Design key_box_position_ctrl, sky130hd; sources not shown.
run_1/gates.png
Drawn at 2 px/um.
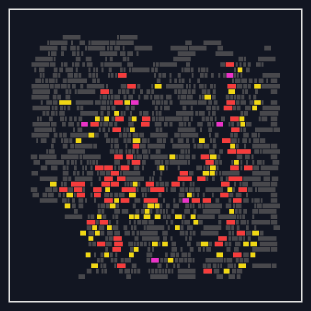
Key: red = fa/ha/maj cells [cells 70, most used ha_1]; yellow = non-inverting ao/oa cells [cells 72]; magenta = mux cells [cells 6, most used mux2i_1]
dominant logic cell type in the layout: nand2_1
Finished Layout Cells: 1234
fraction of area in multi-input gates: 0.633

run_1/clock_nets.png
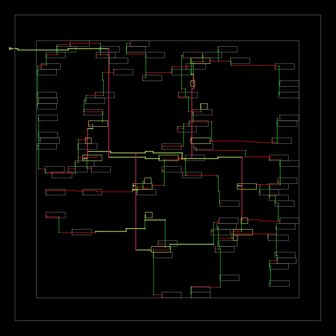
flip-flops: 81
CTS Buf Count: 9
CTS Sinks: 81

run_1/port_trees.png
Drawn at 3 px/um.
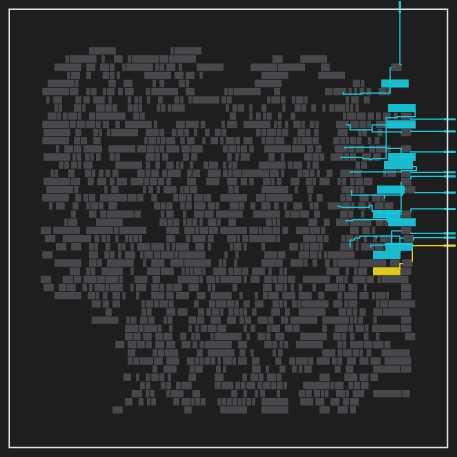
Key: cyan = `Box_x` [bits 10, direction output, edge 9 right, 1 top, end cells 10, wire 423 um]; yellow = `Frame_upd` [bits 1, direction output, edge right, end cells 1, wire 18.7 um]
# port buffers: 32
I/O pins: 33

run_1/ff_map.png
Drawn at 2 px/um.
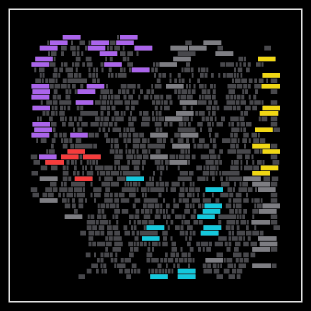
Key: yellow = `Box_x` [placed flops 10]; red = `Step` [placed flops 5, where middle left]; cyan = `dy_pend_q` [placed flops 12]; purple = `win_cnt_q` [placed flops 25, where upper left]
Another 29 sequential cells are not coloured.
sequential power: 0.000526 W
Seq/total area: 0.234
sequential cell area: 2030 um2
Util after Layout: 0.567

==> impl_metrics.ini, run 1 <==
; synthesis and place-and-route metrics
[floorplanning]
tap_cells = 211
die_area_um2 = 21200

[power]
switching_share = 0.525
p_clk_w = 0.000349

[timing]
fmax_mhz = 121
hold_ws_ns = 0.147
period_minus_slack_ns = 8.27
worst_slack_ns = 1.03

[synthesis]
xor_area_frac = 0.0678
syn_inst = 998
synthArstFlopShare = 1.00
synth.cell_area_um2 = 7880
top_cell = nand2_1

[clock_network]
cts_resized = 0
tritoncts = built

[setup_path]
worstSetupPathType = in2reg

[detailed_routing]
wirelength_um = 21200

[grt]
met1_usage = 0.272

[finish]
lay_top_cells = nand2_1, nor2_1, a21oi_1

[run_status]
status = complete, no violations
run_1/layers.png
Drawn at 2 px/um.
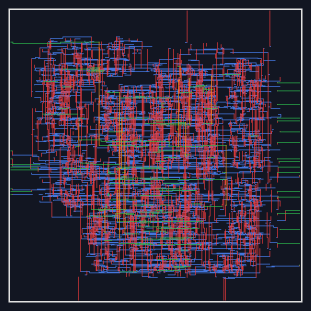

==> run 2: changes to the inputs <==
CORE_MARGIN = unset   (was 10)
run_2/layers.png
Drawn at 3 px/um.
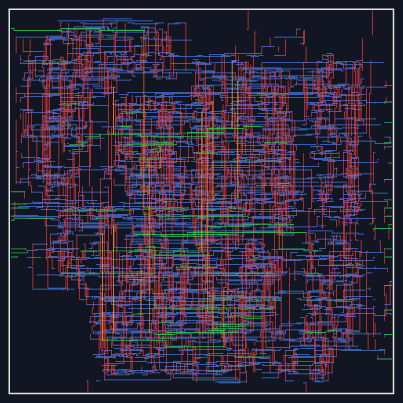
Key: red = M2 [wire length 9070 um]; blue = M1 [wire length 10100 um]; green = M3 [wire length 1120 um]; orange = M4 [wire length 489 um]
DRT Wirelength: 20800 um
Routed WL per cell: 16.8 um

==> run 2 against run 1 <==
- non-clock buffer count down 1
- hold slack improved by 0.0018 ns
- core utilization rose by 0.11 points
- via count is 1.1% lower
- synthesized cell count unchanged
- setup slack improved by 0.11 ns
- maximum frequency rose by 1.4%
- critical endpoint is now dx_pend_q[2]
- routed wire length is 1.9% lower
- synthesized area did not move
- combinational power hardly changed
- cell count about the same
- design area rose by 0.20%
- largest power group unchanged
==> impl_metrics.ini, run 2 <==
; synthesis and place-and-route metrics
[finish]
regArea_um2 = 2030
lay_top_cells = nand2_1, nor2_1, a21oi_1
stdcell_count = 1233
logic_gate_count = 823
area_delta_synth_final_pct = 10.4
buffer_area_frac = 0.0413

[placed_design]
place.port_buffers = 32
place_hpwl_um = 15600

[grt]
antenna_found_initial = 0
met1_usage = 0.371

[setup_path]
worstSetupPathType = in2reg
path_common_cell = ha_1
crit_path_top_delay_cell = o31ai_1

[clock_network]
cts_resized = 0
cts.sinks = 81
cts_buffers = 9
tritoncts = built

[synthesis]
largest_area_cell = dfrtp_1
syn_inst = 998
top_cell = nand2_1
synthArstFlopShare = 1.00
xor_area_frac = 0.0678

[power]
pg_seq_w = 0.000525
irDropWorstVdd_mv = 0.156

[floorplanning]
fp_util = 0.515
tap_cells = 211
pin_count = 33
die_area_um2 = 16300

[timing]
hold_ws_ns = 0.149
fmax_mhz = 123
worst_pin_slew_ns = 0.974
period_minus_slack_ns = 8.15

[flow_run]
warnings = 29

[detailed_routing]
vias_per_cell = 6.09

[run_status]
status = complete, no violations
run_2/clock_nets.png
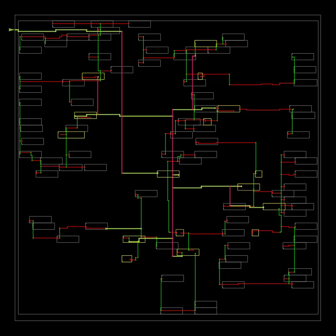
CLK BUF: 9
Clk Latency, worst-skew pair: 0.36 ns
clock-net power: 0.000379 W

==> run 3: changes to the inputs <==
ABC_CLOCK_PERIOD_IN_PS = unset   (was 9300)
run_3/ff_map.png
Drawn at 2 px/um.
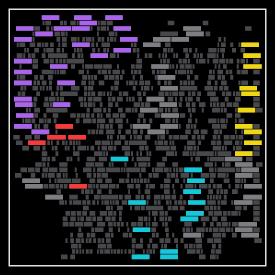
Util after Layout: 0.568
sequential power: 0.000525 W
Seq/total area: 0.234

==> run 3 against run 2 <==
- critical path depth stayed put
- sequential power hardly changed
- global-route usage stayed put
- register-to-register slack hardly changed
- die size stayed put
- total power stayed put
- clock power hardly changed
- first-iteration DRC count stayed put
- routed wire length stayed put
- largest cell class unchanged
- highest routed layer unchanged
==> impl_metrics.ini, run 3 <==
; synthesis and place-and-route metrics
[timing]
hold_ws_ns = 0.149
worst_pin_slew_ns = 0.974
worst_slack_ns = 1.15
fmax_mhz = 123

[power]
p_clk_w = 0.000379
irDropWorstVdd_mv = 0.156
switching_share = 0.519

[detailed_routing]
avgRoutedWirePerCell_um = 16.8

[synthesis]
top_cell = nand2_1
synthArstFlopShare = 1.00
xor_area_frac = 0.0678

[setup_path]
crit_path_top_delay_cell = o31ai_1
path_common_cell = ha_1

[clock_network]
clock_latency_ns = 0.36
tritoncts = built
cts_resized = 0
cts.sinks = 81

[placed_design]
place_hpwl_um = 15600
place.port_buffers = 32

[floorplanning]
fp_util = 0.515
pin_count = 33
tap_cells = 211
die_area_um2 = 16300

[finish]
lay_top_cells = nand2_1, nor2_1, a21oi_1
flops = 81
logic_gate_count = 823
regArea_um2 = 2030
clockBufferCount = 9

[run_status]
status = complete, no violations
run_3/gates.png
Drawn at 3 px/um.
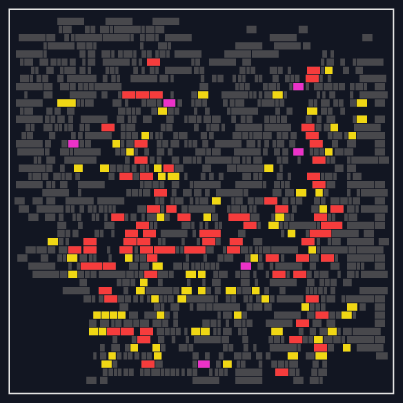
fraction of area in multi-input gates: 0.632
Finished Layout Cells: 1233

Power and IR drop assume default switching activity.
